===== src/rtl/bcd_cascade_counter_pkg.sv =====
// bcd_cascade_counter_pkg: shared BCD digit type,
// digit limits and load-legality helper.
package bcd_cascade_counter_pkg;

  typedef logic [3:0] bcd_digit_t;

  localparam bcd_digit_t BCD_MAX = 4'd9;
  localparam bcd_digit_t BCD_MIN = 4'd0;

  function automatic logic is_bcd(bcd_digit_t d);
    return d <= BCD_MAX;
  endfunction

endpackage


===== src/rtl/bcd_cascade_counter_digit_cell.sv =====
// bcd_digit_cell: one decade digit with load,
// up/down step and carry/borrow out.
module bcd_digit_cell
  import bcd_cascade_counter_pkg::*;
(
  input  logic       clk,
  input  logic       reset,
  input  logic       load,
  input  logic [3:0] ld_digit,
  input  logic       step,
  input  logic       up_dn,
  output logic [3:0] q,
  output logic       at_lim,
  output logic       co
);

  bcd_digit_t nxt;

  // limit test and next digit; an out-of-range
  // digit counts as 9 and steps to 0 or 8
  always_comb begin
    at_lim = up_dn ? (q >= BCD_MAX)
                   : (q == BCD_MIN);
    co     = step && at_lim;
    nxt    = q;
    if (up_dn) begin
      nxt = at_lim ? BCD_MIN : q + 4'd1;
    end else if (q == BCD_MIN) begin
      nxt = BCD_MAX;
    end else if (q > BCD_MAX) begin
      nxt = 4'd8;
    end else begin
      nxt = q - 4'd1;
    end
  end

  // digit register: reset > load > step
  always_ff @(posedge clk) begin
    if (reset) begin
      q <= BCD_MIN;
    end else if (load) begin
      q <= is_bcd(ld_digit) ? ld_digit : BCD_MIN;
    end else if (step) begin
      q <= nxt;
    end
  end

endmodule


===== src/rtl/bcd_cascade_counter.sv =====
// bcd_cascade_counter: DIGITS-wide BCD counter,
// wrap or saturate, tc/ovf/load_err outputs.
module bcd_cascade_counter
  import bcd_cascade_counter_pkg::*;
#(
  parameter int unsigned DIGITS = 4,
  parameter bit          WRAP   = 1'b1
) (
  input  logic                clk,
  input  logic                reset,
  input  logic                slowena,
  input  logic                up_dn,
  input  logic                load,
  input  logic [4*DIGITS-1:0] load_val,
  output logic [4*DIGITS-1:0] q,
  output logic                tc,
  output logic                ovf,
  output logic                load_err
);

  logic [DIGITS-1:0] step;
  logic [DIGITS-1:0] lim;
  logic [DIGITS-1:0] co;
  logic              bad;
  logic              evt;

  for (genvar i = 0; i < DIGITS; i++) begin : g_dig
    if (i == 0) begin : g_first
      // saturating mode freezes the chain at range end
      assign step[i] = slowena && !(!WRAP && tc);
    end else begin : g_rest
      assign step[i] = co[i-1];
    end
    bcd_digit_cell u_cell (
      .clk      (clk),
      .reset    (reset),
      .load     (load),
      .ld_digit (load_val[4*i +: 4]),
      .step     (step[i]),
      .up_dn    (up_dn),
      .q        (q[4*i +: 4]),
      .at_lim   (lim[i]),
      .co       (co[i])
    );
  end

  // terminal count, range-end event, illegal load
  always_comb begin
    tc  = slowena && (&lim);
    evt = WRAP ? co[DIGITS-1] : tc;
    bad = 1'b0;
    for (int i = 0; i < int'(DIGITS); i++) begin
      if (!is_bcd(load_val[4*i +: 4])) bad = 1'b1;
    end
  end

  // one-cycle status pulses aligned with q
  always_ff @(posedge clk) begin
    if (reset) begin
      ovf      <= 1'b0;
      load_err <= 1'b0;
    end else begin
      ovf      <= !load && evt;
      load_err <= load && bad;
    end
  end

endmodule


===== config.mk =====
export PLATFORM = sky130hd
export DESIGN_NAME = bcd_cascade_counter
export DESIGN_NICKNAME = d
export VERILOG_FILES = /design/src/rtl/bcd_cascade_counter_pkg.sv /design/src/rtl/bcd_cascade_counter_digit_cell.sv /design/src/rtl/bcd_cascade_counter.sv
export SDC_FILE = /design/constraint.sdc
export NUM_CORES = 1
export LEC_CHECK = 0
export CAP_MARGIN = 20
export CORE_MARGIN = 3
export CORE_UTILIZATION = 46
export CTS_BUF_LIST = sky130_fd_sc_hd__clkbuf_4 sky130_fd_sc_hd__clkbuf_8 sky130_fd_sc_hd__clkbuf_16
export DETAILED_ROUTE_END_ITERATION = 10
export PLACE_DENSITY = 0.76
export SETUP_SLACK_MARGIN = 0.4
export SLEW_MARGIN = 0
export SYNTH_ARGS = -nofsm -noshare
export SYNTH_HDL_FRONTEND = slang
export SYNTH_SLANG_ARGS = --single-unit

===== constraint.sdc =====
create_clock -name clk -period 2.14 [get_ports clk]
set_clock_uncertainty 0.15 [all_clocks]
set_input_delay 0.428 -clock clk [delete_from_list [all_inputs] [get_ports clk]]
set_output_delay 0.428 -clock clk [all_outputs]
set_load 0.01 [all_outputs]

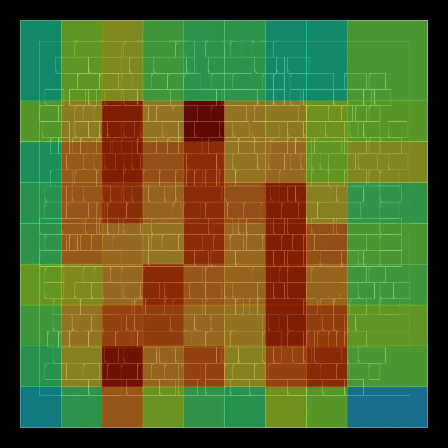
Fig. 1. Congestion heat map (run 1).
GRT met1 Usage: 35.3%
end-of-flow core utilization: 81.1%

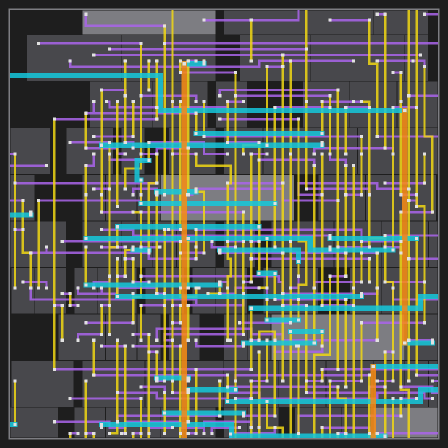
Fig. 2. Layout detail (run 1).
Window x 5 to 30, y 39 to 64 µm. Cells in gray, sequential cells in the stronger gray; small squares are vias.
layer	color
met3	cyan
met4	orange
met2	yellow
met1	purple
netlist names of flops here include	g_dig.u_cell.q (3)
sequential cells in the window	3
most frequent	buf_4 (10)
cells with their middle in the window	70

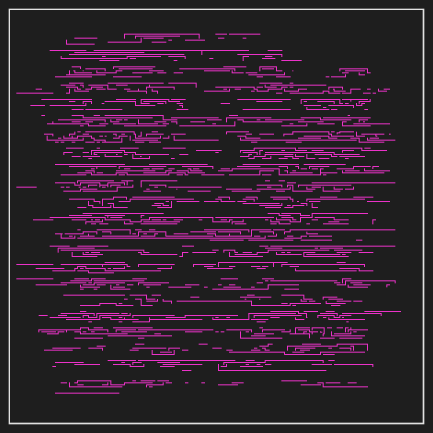
Fig. 3. Metal 1 (run 1).
(6 px per µm)
share of all routed wire	40%
longest straight run	31.3 µm
nets with wire on the layer	313

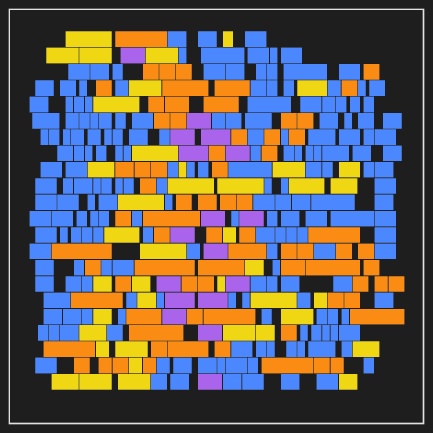
Fig. 4. Cells by drive strength (run 1).
(6 px per µm)
size	color	cells	most used
drive 1 or less	blue	196	clkdlybuf4s50_1
drive 2	yellow	41	dfxtp_2
drive 6 and up	purple	17	buf_6
drive 3 to 4	orange	74	buf_4
PnR worst setup slack: -0.201 ns
Non-clock buffers: 99
summed area of non-filler cells in the final layout: 3040 µm²
Area growth, synth to finish: 67.6%

==> impl_metrics.yaml, run 1 <==
# physical design summary
final_timing:
  final.hold.worst_slack_ns: 0.528
  worst_slew_margin_rel_pct: 74.2
  setup_viol_count_final: 5
  post-route-worst-setup-slack_ns: -0.201
  post-route-period-util_pct: 109
worst_setup_path:
  critical_path.startpoint: "g_dig[1].u_cell.q[1]"
  setup.worst_path.end_class: "primary output"
  reg2reg_to: "g_dig[2].u_cell.q[1]"
  critical_path_cell_count: 7
logic_synthesis:
  synth_nets: 275
  synth-seq-cells: 18
  netlist.area_leader.share_pct: 19.9
  yosys.area_share.simple_pct: 22.1
  cells_in_synth_stat_txt: 241
pwr:
  swShare_pct: 37.3
  clock_power_share_pct: 22.6
  clock_power_uw: 310
  fin_total_pwr_mw: 1.37
layout:
  fill_cells: 228
  comb_share_pct: 51.8
  sequential_cell_area_um2: 385
  layout.comb_gates.multi_input: 183
  drive_gt1_share_pct: 40.2
clock_tree:
  clock-sinks: 18
  cts_tree: "yes"
  post_cts_hold_buffer_count: 0
  post_cts_resized: 61
  cts.htree.levels: 1
  clockBufferDepth: 2
global_route:
  grt_overflow_total: 0
  met2_usage_pct: 46.4
  global_route.usage.met3_pct: 3.08
  grt_first_pass_wirelength_um: 9740
place:
  dpl_cell_area_um2: 2670
  gp_routability_congestion: 0.912
status:
  violations: "setup timing"
  run_status: "finished with violations"
run:
  log.warning_count: 38
detailed_routing:
  drc_errors: 0
floorplan:
  rows: 22
==> run 2: changes to the inputs <==
--- a/config.mk
+++ b/config.mk
@@ -6,12 +6,12 @@
 export NUM_CORES = 1
 export LEC_CHECK = 0
 export CAP_MARGIN = 20
-export CORE_MARGIN = 3
 export CORE_UTILIZATION = 46
 export CTS_BUF_LIST = sky130_fd_sc_hd__clkbuf_4 sky130_fd_sc_hd__clkbuf_8 sky130_fd_sc_hd__clkbuf_16
 export DETAILED_ROUTE_END_ITERATION = 10
 export PLACE_DENSITY = 0.76
 export SETUP_SLACK_MARGIN = 0.4
+export SKIP_CTS_REPAIR_TIMING = 1
 export SLEW_MARGIN = 0
 export SYNTH_ARGS = -nofsm -noshare
 export SYNTH_HDL_FRONTEND = slang
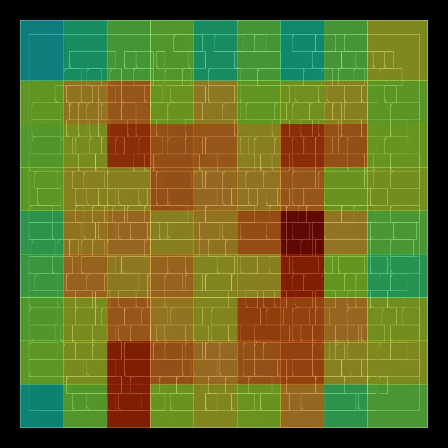
Fig. 5. Congestion heat map (run 2).
GR Util met2: 44.8%
per-cell routed wire length: 15.5 µm
GRT met1 Usage: 37.3%

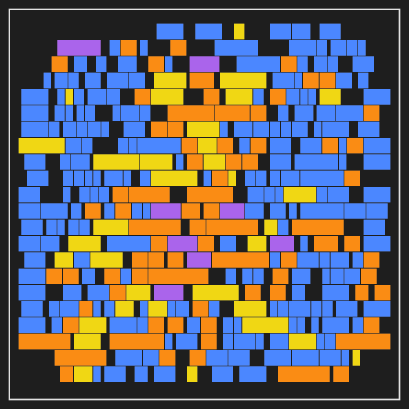
Fig. 6. Cells by drive strength (run 2).
(6 px per µm)
size	color	cells	most used
drive 6 and up	purple	8	clkbuf_8
drive 3 to 4	orange	77	buf_4
drive 2	yellow	34	dfxtp_2
drive 1 or less	blue	210	clkdlybuf4s50_1
summed area of non-filler cells in the final layout: 2970 µm²
Area growth, synth to finish: 63.8%

==> impl_metrics.yaml, run 2 <==
# physical design summary
pwr:
  pwr_density_cell_nw_per_um2: 435
  net_switching_uw: 451
  combinationalPowerShare_pct: 48.0
  clock_power_share_pct: 22.9
  power_in_sequential_cells_uw: 376
  ir_worst_vdd_uv: 258
  clock_power_uw: 297
  comb_power_uw: 621
  fin_total_pwr_mw: 1.29
  swShare_pct: 34.9
clock_tree:
  clockBufferDepth: 2
  cts.htree.levels: 1
  cts_tree: "yes"
  clock-sinks: 18
  ctsRootBufferMaster: "clkbuf_8"
logic_synthesis:
  yosys.area_share.simple_pct: 22.1
  yosysWarningCount: 0
  area_leaders: "dfxtp_1 20%, ha_1 9.0%, o21ai_0 6.1%, a21oi_1 5.2%, inv_1 4.6%"
  synth-seq-cells: 18
  synth-seq-area-share_pct: 19.9
  cells_in_synth_stat_txt: 241
  synth_nets: 275
  ff_type: "dfxtp_1"
  yosys.cell_types.count: 62
  netlist.area_leader.share_pct: 19.9
  yosys.stat.chipArea_um2: 1810
  asyncSetResetFlopFracSynth_pct: 0
  yosys.area.top_type: "dfxtp_1"
final_timing:
  hold_viol: 0
  setup_viol_count_final: 4
  post-route-period-util_pct: 110
  worst_slew_margin_rel_pct: 71.1
  max_freq_mhz: 425
  min_cycle_time_layout_ns: 2.35
  rsz0062_at_grt: "yes"
  post-route-worst-setup-slack_ns: -0.215
  final.hold.worst_slack_ns: 0.484
  max_slew_violation_count: 0
worst_setup_path:
  cpMaxStageDelayCell: "dfxtp_4"
  critical_path_cell_count: 7
  timing.critical_path.cells: "inv_4 -> ha_4 -> nor3b_4 -> o2111ai_4 -> or2_4 -> nor3_4 -> buf_2"
  timing.rr.start: "g_dig[0].u_cell.q[1]"
  cpLargestDelayFamily: "simple AND/OR/NAND/NOR gates"
  setup.worst_path.end_class: "primary output"
  worst-endpoint-required_ns: 1.56
  endpoint: "tc"
  reg2reg_to: "g_dig[2].u_cell.q[1]"
  critical_path.startpoint: "g_dig[0].u_cell.q[1]"
floorplan:
  core_area_um2: 3720
  rows: 22
  core_util_floorplan_pct: 48.8
  well_tap_count: 48
  die-height_um: 64.8
  design.die.area_um2: 4200
layout:
  seq-cell-share_pct: 13.0
  comb_share_pct: 49.4
  multiInputGateArea_um2: 1470
  mostFrequentLayoutCell: "buf_4"
  layout.comb_gates.multi_input: 183
  buffers_excl_clock: 100
  drive_gt1_share_pct: 36.2
  sequential_cell_total: 18
  fill_cells: 246
  num-nonclk-inverters: 24
  largestRegisters: "g_dig.u_cell.q: 16 flops, load_err: 1 flops, ovf: 1 flops"
  sequential_cell_area_um2: 387
  max_ffs_per_register: 16
  finish.utilization_pct: 79.9
  buf_share_pct: 30.4
global_route:
  grt_start_max_net_pins: 12
  grt_first_pass_wirelength_um: 9050
  grt_overflow_total: 0
  global_route.usage.met3_pct: 2.64
  grtUsageTotal_pct: 27.6
place:
  port-buffer-count: 39
  dpl_cell_area_um2: 2740
  dpl.hpwl_um: 4340
  gp_routability_congestion: 0.922
detailed_routing:
  drc_errors: 0
  dr_total_vias: 2188
  drt_iter0_drc: 172
  routed_wirelength_um: 5830
hold_path:
  hold_end: "g_dig[3].u_cell.q[0]"
run:
  cap_viol_max_count: 0
  log.warning_count: 37
status:
  run_status: "finished with violations"
  violations: "setup timing"
==> run 3: changes to the inputs <==
--- a/config.mk
+++ b/config.mk
@@ -6,10 +6,10 @@
 export NUM_CORES = 1
 export LEC_CHECK = 0
 export CAP_MARGIN = 20
-export CORE_UTILIZATION = 46
+export CORE_UTILIZATION = 47
 export CTS_BUF_LIST = sky130_fd_sc_hd__clkbuf_4 sky130_fd_sc_hd__clkbuf_8 sky130_fd_sc_hd__clkbuf_16
 export DETAILED_ROUTE_END_ITERATION = 10
-export PLACE_DENSITY = 0.76
+export PLACE_DENSITY = 0.74
 export SETUP_SLACK_MARGIN = 0.4
 export SKIP_CTS_REPAIR_TIMING = 1
 export SLEW_MARGIN = 0
==> constraint.sdc (replaced) <==
create_clock -name clk -period 2.4 [get_ports clk]
set_clock_uncertainty 0.15 [all_clocks]
set_input_delay 0.48 -clock clk [delete_from_list [all_inputs] [get_ports clk]]
set_output_delay 0.48 -clock clk [all_outputs]
set_load 0.01 [all_outputs]
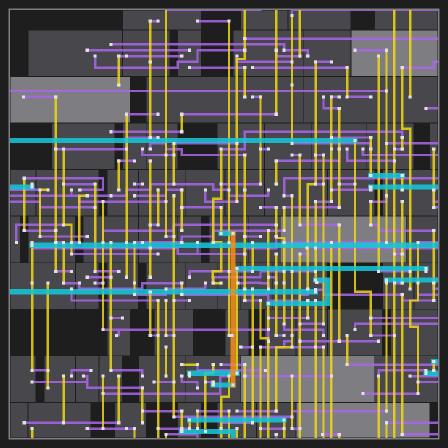
Fig. 7. Layout detail (run 3).
Window x 4 to 29, y 36 to 61 µm. Cells in gray, sequential cells in the stronger gray; small squares are vias.
layer	color
met3	cyan
met2	yellow
met4	orange
met1	purple
most frequent	nor2_1 (6), buf_4 (6)
cells with their middle in the window	61
sequential cells in the window	5
netlist names of flops here include	g_dig.u_cell.q (5)

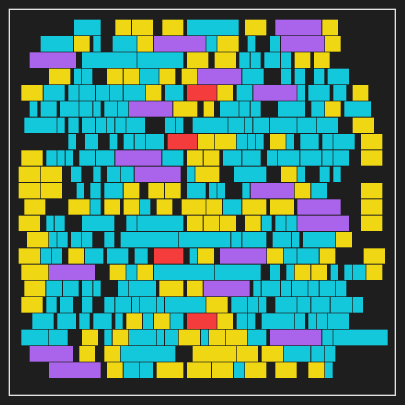
Fig. 8. Placed cells, one color a class (run 3).
(6 px per µm)
class	color	cells	share of their area
other buffers and delay cells	yellow	100	31%
all other logic	cyan	207	54%
flops	purple	18	13%
clock drivers and dummy loads	red	4	1.9%
area inside the core boundary: 3690 µm²
sequential fraction of total cell area: 13.0%

==> impl_metrics.yaml, run 3 <==
# physical design summary
logic_synthesis:
  yosys.area_share.simple_pct: 22.1
  yosys.area.top_type: "dfxtp_1"
  synth-seq-cells: 18
  yosys.stat.chipArea_um2: 1810
  asyncSetResetFlopFracSynth_pct: 0
  yosys.cell_types.count: 62
  cells_in_synth_stat_txt: 241
  synth-seq-area-share_pct: 19.9
  ff_type: "dfxtp_1"
  yosysWarningCount: 0
  netlist.area_leader.share_pct: 19.9
  synth_nets: 275
  area_leaders: "dfxtp_1 20%, ha_1 9.0%, o21ai_0 6.1%, a21oi_1 5.2%, inv_1 4.6%"
floorplan:
  die-height_um: 64.1
  design.die.area_um2: 4110
  rows: 22
  core_util_floorplan_pct: 49.2
  well_tap_count: 48
layout:
  fill_cells: 247
  largestRegisters: "g_dig.u_cell.q: 16 flops, load_err: 1 flops, ovf: 1 flops"
  area_delta_synth_final_pct: 62.4
  layout.comb_gates.multi_input: 183
  sequential_cell_total: 18
  largest-register: "g_dig.u_cell.q"
  mostFrequentLayoutCell: "buf_4"
  comb_share_pct: 49.5
  buffers_excl_clock: 100
  multiInputGateArea_um2: 1460
  finish.utilization_pct: 79.8
  max_ffs_per_register: 16
  summed_area_of_non_filler_cells_in_the_final_layout_um2: 2940
  buf_share_pct: 30.1
  num-nonclk-inverters: 24
  sequential_cell_area_um2: 384
  drive_gt1_share_pct: 34.3
global_route:
  global_route.usage.met3_pct: 3.04
  grt_start_max_net_pins: 16
  grtUsageTotal_pct: 27.1
  met2_usage_pct: 45.2
  grt_util_met1_pct: 36.3
  grt_first_pass_wirelength_um: 8830
  grt_overflow_total: 0
pwr:
  pwr_density_cell_nw_per_um2: 391
  clock_power_share_pct: 22.9
  clock_power_uw: 264
  net_switching_uw: 400
  fin_total_pwr_mw: 1.15
  power_in_sequential_cells_uw: 337
  combinationalPowerShare_pct: 47.7
  comb_power_uw: 549
  swShare_pct: 34.8
  ir_worst_vdd_uv: 285
final_timing:
  min_cycle_time_layout_ns: 2.36
  max_slew_violation_count: 0
  worst_slew_margin_rel_pct: 67.6
  post-route-period-util_pct: 98.4
  hold_viol: 0
  post-route-worst-setup-slack_ns: 0.0375
  final.hold.worst_slack_ns: 0.506
  max_freq_mhz: 423
  rsz0062_at_grt: "yes"
place:
  port-buffer-count: 39
  gp_routability_congestion: 0.913
  dpl.hpwl_um: 4140
  dpl_cell_area_um2: 2650
worst_setup_path:
  setup.worst_path.end_class: "primary output"
  endpoint: "tc"
  critical_path.startpoint: "g_dig[1].u_cell.q[1]"
  timing.rr.start: "g_dig[0].u_cell.q[1]"
  worst-endpoint-required_ns: 1.77
  cp-start-kind: "flop"
  critical_path_cell_count: 7
  timing.critical_path.cells: "inv_4 -> ha_4 -> or3b_4 -> a31oi_4 -> or2_4 -> nor3_4 -> buf_2"
  reg2reg_to: "g_dig[2].u_cell.q[1]"
  cpMaxStageDelayCell: "or3b_4"
detailed_routing:
  met3_length_um: 434
  wl_per_cell_um: 16.0
  routed_wirelength_um: 6030
  drc_errors: 0
  drt_iter0_drc: 182
  dr_total_vias: 2256
clock_tree:
  ctsRootBufferMaster: "clkbuf_8"
  cts_tree: "yes"
  clock-sinks: 18
  cts.htree.levels: 1
status:
  run_status: "finished, final reports clean"
hold_path:
  hold_end: "g_dig[3].u_cell.q[0]"
run:
  log.warning_count: 37
  cap_viol_max_count: 0
Power figures rest on the tool's default switching activity, not on a simulated workload.
